`src/rtl/stopwatch_core_param.sv`:
```
// MM:SS stopwatch with run/adjust-up/adjust-down modes, pause toggle and a
// 4-digit multiplexed 7-segment driver. Optional blink: STOPWATCH_BLINK_EN.
module stopwatch_core_param #(
   parameter int TICK_DIV = 100_000_000,
   parameter int ADJ_DIV  = 50_000_000,
   parameter int SCAN_DIV = 100_000,
   parameter int MIN_MOD  = 60
) (
   input  logic       clk,
   input  logic       rst,
   input  logic       pause,
   input  logic       sel,
   input  logic [1:0] adj,
   output logic [7:0] seven_segment,
   output logic [3:0] anode
);

   localparam int TW = $clog2(TICK_DIV);
   localparam int AW = $clog2(ADJ_DIV);
   localparam int SW = $clog2(SCAN_DIV);

   localparam logic [TW-1:0] TICK_LAST = TW'(TICK_DIV - 1);
   localparam logic [AW-1:0] ADJ_LAST  = AW'(ADJ_DIV - 1);
   localparam logic [SW-1:0] SCAN_LAST = SW'(SCAN_DIV - 1);
   localparam logic [6:0]    MIN_LAST  = 7'(MIN_MOD - 1);

   typedef enum logic [1:0] {
      MODE_RUN = 2'd0,
      MODE_UP  = 2'd1,
      MODE_DN  = 2'd2
   } mode_e;

   logic [5:0]    sec_q, sec_d;
   logic [6:0]    min_q, min_d;
   logic          paused_q, paused_d;
   logic          pause_q, pause_d;
   logic [TW-1:0] tick_cnt_q, tick_cnt_d;
   logic [AW-1:0] adj_cnt_q, adj_cnt_d;
   logic [SW-1:0] scan_cnt_q, scan_cnt_d;
   logic [1:0]    scan_idx_q, scan_idx_d;
   mode_e         mode_q, mode_d;
   logic [7:0]    seg_q, seg_d;
   logic [3:0]    anode_q, anode_d;

   logic          mode_chg;
   logic          tick;
   logic          astep;
   logic [3:0]    digit;
   logic [3:0]    anode_base;

`ifdef STOPWATCH_BLINK_EN
   logic [AW-1:0] blink_cnt_q, blink_cnt_d;
   logic          blink_q, blink_d;
   logic          blink_hide;
`endif

   function automatic logic [6:0] seg_code(input logic [3:0] d);
      logic [6:0] s;
      case (d)
         4'd0:    s = 7'h40;
         4'd1:    s = 7'h79;
         4'd2:    s = 7'h24;
         4'd3:    s = 7'h30;
         4'd4:    s = 7'h19;
         4'd5:    s = 7'h12;
         4'd6:    s = 7'h02;
         4'd7:    s = 7'h78;
         4'd8:    s = 7'h00;
         4'd9:    s = 7'h10;
         default: s = 7'h7F;
      endcase
      return s;
   endfunction

   always_comb begin
      mode_d = MODE_RUN;
      case (adj)
         2'b01:   mode_d = MODE_UP;
         2'b10:   mode_d = MODE_DN;
         default: mode_d = MODE_RUN;
      endcase
   end

   assign mode_chg = (mode_d != mode_q);

   always_comb begin
      pause_d  = pause;
      paused_d = paused_q ^ (pause & ~pause_q);
   end

   // A mode change restarts both periods so the first step is a full period out.
   always_comb begin
      tick_cnt_d = tick_cnt_q;
      adj_cnt_d  = adj_cnt_q;
      tick       = 1'b0;
      astep      = 1'b0;
      if (mode_chg) begin
         tick_cnt_d = '0;
         adj_cnt_d  = '0;
      end else if (!paused_q) begin
         if (tick_cnt_q == TICK_LAST) begin
            tick_cnt_d = '0;
            tick       = 1'b1;
         end else begin
            tick_cnt_d = tick_cnt_q + 1'b1;
         end
         if (adj_cnt_q == ADJ_LAST) begin
            adj_cnt_d = '0;
            astep     = 1'b1;
         end else begin
            adj_cnt_d = adj_cnt_q + 1'b1;
         end
      end
   end

   always_comb begin
      sec_d = sec_q;
      min_d = min_q;
      if (mode_q == MODE_RUN && tick) begin
         if (sec_q == 6'd59) begin
            sec_d = '0;
            min_d = (min_q == MIN_LAST) ? '0 : min_q + 7'd1;
         end else begin
            sec_d = sec_q + 6'd1;
         end
      end else if (mode_q == MODE_UP && astep) begin
         if (sel) begin
            sec_d = (sec_q == 6'd59) ? '0 : sec_q + 6'd1;
         end else begin
            min_d = (min_q == MIN_LAST) ? '0 : min_q + 7'd1;
         end
      end else if (mode_q == MODE_DN && astep) begin
         if (sel) begin
            sec_d = (sec_q == 6'd0) ? 6'd59 : sec_q - 6'd1;
         end else begin
            min_d = (min_q == 7'd0) ? MIN_LAST : min_q - 7'd1;
         end
      end
   end

   always_comb begin
      scan_cnt_d = scan_cnt_q + 1'b1;
      scan_idx_d = scan_idx_q;
      if (scan_cnt_q == SCAN_LAST) begin
         scan_cnt_d = '0;
         scan_idx_d = scan_idx_q + 2'd1;
      end
   end

`ifdef STOPWATCH_BLINK_EN
   // Blink phase runs on its own counter so it keeps going while paused.
   always_comb begin
      blink_cnt_d = blink_cnt_q;
      blink_d     = blink_q;
      if (mode_chg || mode_q == MODE_RUN) begin
         blink_cnt_d = '0;
         blink_d     = 1'b0;
      end else if (blink_cnt_q == ADJ_LAST) begin
         blink_cnt_d = '0;
         blink_d     = ~blink_q;
      end else begin
         blink_cnt_d = blink_cnt_q + 1'b1;
      end
   end

   assign blink_hide = blink_q && (mode_q != MODE_RUN) &&
                       (sel ? !scan_idx_q[1] : scan_idx_q[1]);
`endif

   always_comb begin
      digit = 4'd0;
      case (scan_idx_q)
         2'd0:    digit = 4'(sec_q % 6'd10);
         2'd1:    digit = 4'(sec_q / 6'd10);
         2'd2:    digit = 4'(min_q % 7'd10);
         default: digit = 4'(min_q / 7'd10);
      endcase
   end

   always_comb begin
      anode_base = ~(4'b0001 << scan_idx_q);
      seg_d      = {(scan_idx_q != 2'd2), seg_code(digit)};
`ifdef STOPWATCH_BLINK_EN
      anode_d    = blink_hide ? 4'hF : anode_base;
`else
      anode_d    = anode_base;
`endif
   end

   always_ff @(posedge clk) begin
      if (rst) begin
         sec_q      <= '0;
         min_q      <= '0;
         paused_q   <= 1'b0;
         pause_q    <= 1'b0;
         tick_cnt_q <= '0;
         adj_cnt_q  <= '0;
         scan_cnt_q <= '0;
         scan_idx_q <= '0;
         mode_q     <= MODE_RUN;
         seg_q      <= 8'hFF;
         anode_q    <= 4'hF;
`ifdef STOPWATCH_BLINK_EN
         blink_cnt_q <= '0;
         blink_q     <= 1'b0;
`endif
      end else begin
         sec_q      <= sec_d;
         min_q      <= min_d;
         paused_q   <= paused_d;
         pause_q    <= pause_d;
         tick_cnt_q <= tick_cnt_d;
         adj_cnt_q  <= adj_cnt_d;
         scan_cnt_q <= scan_cnt_d;
         scan_idx_q <= scan_idx_d;
         mode_q     <= mode_d;
         seg_q      <= seg_d;
         anode_q    <= anode_d;
`ifdef STOPWATCH_BLINK_EN
         blink_cnt_q <= blink_cnt_d;
         blink_q     <= blink_d;
`endif
      end
   end

   assign seven_segment = seg_q;
   assign anode         = anode_q;

endmodule

```
`config.mk`:
```
export PLATFORM = sky130hd
export DESIGN_NAME = stopwatch_core_param
export DESIGN_NICKNAME = d
export VERILOG_FILES = /design/src/rtl/stopwatch_core_param.sv
export SDC_FILE = /design/constraint.sdc
export NUM_CORES = 1
export LEC_CHECK = 0
export ABC_CLOCK_PERIOD_IN_PS = 4850
export CORE_MARGIN = 2
export CORE_UTILIZATION = 61
export CTS_CLUSTER_SIZE = 24
export DETAILED_ROUTE_END_ITERATION = 8
export DONT_BUFFER_PORTS = 1
export GPL_ROUTABILITY_DRIVEN = 0
export PLACE_DENSITY = 0.8
export SLEW_MARGIN = 20
export SYNTH_ARGS = -nofsm -noshare
export SYNTH_HDL_FRONTEND = slang
export SYNTH_SLANG_ARGS = --single-unit
```
`constraint.sdc`:
```
create_clock -name clk -period 4.85 [get_ports clk]
set_input_delay 0.7275 -clock clk [delete_from_list [all_inputs] [get_ports clk]]
set_output_delay 0.7275 -clock clk [all_outputs]
set_load 0.05 [all_outputs]
```
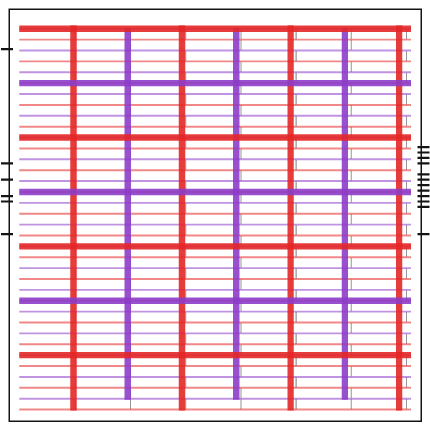
(floorplan with the power grid)
Scale: 4 px per µm. Pins as bars on the die edge. Tap cells in gray.
| net | color |
|---|---|
| VSS | red |
| VDD | purple |
tap cells: 129
met4 straps: 7
met5 straps: 7
die height: 102.6 µm
Max VDD drop: 0.1765 mV
die width: 102.6 µm
Core Area: 9328 µm²

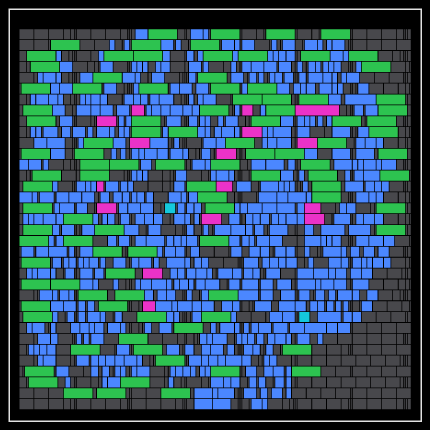
(cells colored by class)
Scale: 4 px per µm. Fill, decap, tap and diode cells in gray.
| class | color | cells | share of their area |
|---|---|---|---|
| remaining buffers and delay cells | cyan | 2 | 0.25% |
| registers | green | 100 | 33% |
| clock drivers and dummy loads | magenta | 16 | 3.4% |
| remaining logic cells | blue | 583 | 63% |
sequential share of cell area: 32.50%
# rows: 35
post-route cell area: 6160 µm²

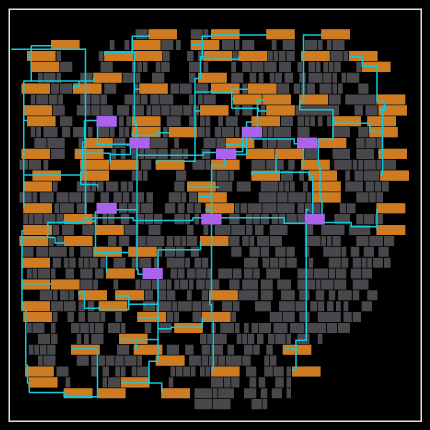
(clock network drawn from the DEF)
Scale: 4 px per µm.
[flip-flops] orange | count: 100
[clock-net drivers] purple | count: 9
[clock wires] cyan | length: 1140 µm
routed clock nets: 10
Clk pwr share: 38.6%
Layout Skew: 0.01451 ns
clk pwr: 558 µW
Worst-Skew Late Latency: 0.37 ns

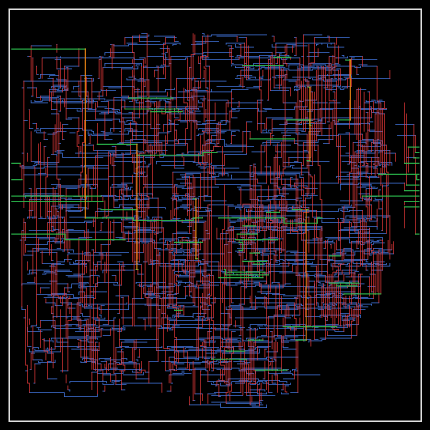
(wiring by layer)
Scale: 4 px per µm.
| layer | color | wire length |
|---|---|---|
| M2 | red | 5860 µm |
| M1 | blue | 5570 µm |
| M3 | green | 462 µm |
| M4 | orange | 154 µm |
gr usage total: 24.30%
WL/cell: 14.51 µm
drt total wl: 12.04 mm

==> flow_summary_export.csv <==
group,metric,value,unit
route,m1WireLength,5.565,mm
die,chipArea,10530,µm²
synthesis,synth-main-ff-cell,"dfxtp_1",
critical_path,worstPathMaxFanout,15,
critical_path,crit_chain,"inv_1, ha_1, or3b_4, nand3_1, a21oi_1, o32ai_2, inv_1, ha_1, a211oi_1, o31ai_1, nor3_4, inv_1, ha_1, nor4_4, a211oi_1",
final_timing,clock.fmax,251.3,MHz
final_timing,fin_crit,3.979,ns
synthesis,synthArstFlopShare,0,%
critical_path,critPathArrivalTime,4.23,ns
synthesis,syn_nets,743,
clock_network,ctsResizeCount,0,
worst_hold_path,hp-class,"input port to flop",
global_routing,antenna_found_initial,0,
synthesis,ys_types,74,
final_timing,rsz0062_at_grt,"false",
final_timing,tns,0,ns
placed_design,hpwl,8.602,mm
critical_path,rr_worst_depth,15,
critical_path,endpoint_kind,"flop",
route,ant_nets,0,
clock_network,post_cts_buffers,0,
clock_network,cts_buffer_depth,2,
run_status,outcome,"completed",
clock_network,clk_pin_slew_worst_paths,0.10,ns
route,via_count,4973,
finish,finalNonFillerCells,830,
final_timing,relSlewSlack,31.10,%
final_timing,finalMaxSlewViolations,0,
finish,drive_gt1_share,7.275,%
final_timing,setup_slack,0.8713,ns
pwr,power_leakage,2.066,nW
synthesis,yosysTopAreaCell,"dfxtp_1",
clock_network,clockRootBuffer,"clkbuf_8",
synthesis,edf_count,0,
global_routing,grt_pass1_wl,21.07,mm
route,drc,0,
placed_design,pre_cts_ws,0.9024,ns
clock_network,hold_buffers,0,
finish,finalNetCount,722,
route,routed.top_layer,"met4",
critical_path,max_stage_delay,0.46,ns
final_timing,fin_crit_sh,82.03,%
finish,layout_top_cells,"118 x nor2_1, 100 x dfxtp_1, 49 x nand2_1",
final_timing,setup_viol,0,
critical_path,worstPathRequired,5.10,ns
==> state kept, by name, indices dropped and copies added, names as in the netlist <==
name           flops
anode              4
sec_q              6
adj_cnt_q         26
pause_q            1
seven_segment      7
scan_cnt_q        17
paused_q           1
tick_cnt_q        27
mode_q             2
scan_idx_q         2
min_q              7
==> power by group <==
group          internal, mW  switching (mW)  leakage [nW]
registers             0.830          0.0216         0.810
clock network         0.248           0.310         0.104
logic                0.0142          0.0222          1.15
total                  1.09           0.354          2.07
==> worst max-delay path, delay by kind of cell (launching register included) <==
family / cells / cell delay (ns)
AND-OR/OR-AND: 5 / 1.06
adder cells (fa/ha/maj): 3 / 0.90
buffers and inverters: 3 / 0.34
flip-flops: 1 / 0.39
AND/OR/NAND/NOR: 4 / 1.17
==> cell usage after synthesis (2+ instances only) <==
cell,number
or3_1,5
a21oi_1,21
and4b_1,2
a21o_1,2
nor3b_1,6
nor4_1,10
nand3b_1,2
o221a_2,2
and2_1,3
dfxtp_1,100
nand4_1,14
nand2b_1,8
nand3_1,41
nor4bb_1,4
a31oi_1,9
and4_1,8
o211ai_1,9
o21a_1,5
inv_1,13
ha_1,20
a211oi_1,10
or2_2,5
nand2_1,49
nor4b_1,5
xnor2_1,29
nor2_1,118
buf_2,6
xor2_1,44
and3_1,14
clkbuf_1,22
o21ai_1,3
a31o_2,2
or4_1,3
nor2b_1,12
nor3_1,16
o31ai_1,5
o21ai_0,18
a311oi_1,4
buf_4,4
and3b_1,3
mux2i_1,18
mux2_2,9
nor2_2,2
o311ai_0,2
==> layout make-up <==
cell class              count  area (µm²)
clock buffers               9       123.9
clock inverters             7       82.58
fillers                   765        3168
inverters                  13       48.80
multi-input cells         570        3726
flip-flops and latches    100        2002
well taps                 129       161.4
repair buffers              2       15.01
==> stage by stage <==
step / total power [mW] / util [%]
6_report: 1.446 / 66.04
4_1_cts: 1.457 / 66.04
5_1_grt: 1.491 / 66.04
2_1_floorplan: 0.9020 / -
3_3_place_gp: 0.9041 / 63.82
3_5_place_dp: 0.9074 / 63.82
==> kinds of logic after synthesis <==
logic type	count (synthesis)	synth area share, %
AND/OR/NAND/NOR	338	29.55
AND-OR/OR-AND	110	13.06
flip-flops	100	33.75
XOR/XNOR	73	10.78
buffers and inverters	47	3.501
multiplexers	28	4.978
adder cells (fa/ha/maj)	21	4.387
==> final timing paths <==
kind	to	slack, ns	startpoint
worst max register to register	seven_segment[3]	0.87	scan_idx_q[0]
worst max-delay path	seven_segment[3]	0.87	scan_idx_q[0]
worst min register to register	scan_cnt_q[0]	0.48	scan_cnt_q[0]
worst min-delay path	pause_q	0.42	rst
==> metal layers <==
metal / GRT usage [%] / vias to the layer above
met1: 31.12 / 2354
met2: 42.08 / 100
met5: 0 / -
met4: 6.872 / 0
li1: - / 2505
met3: 4.339 / 14
No activity file was given, so power comes from the tool's default toggle rates.
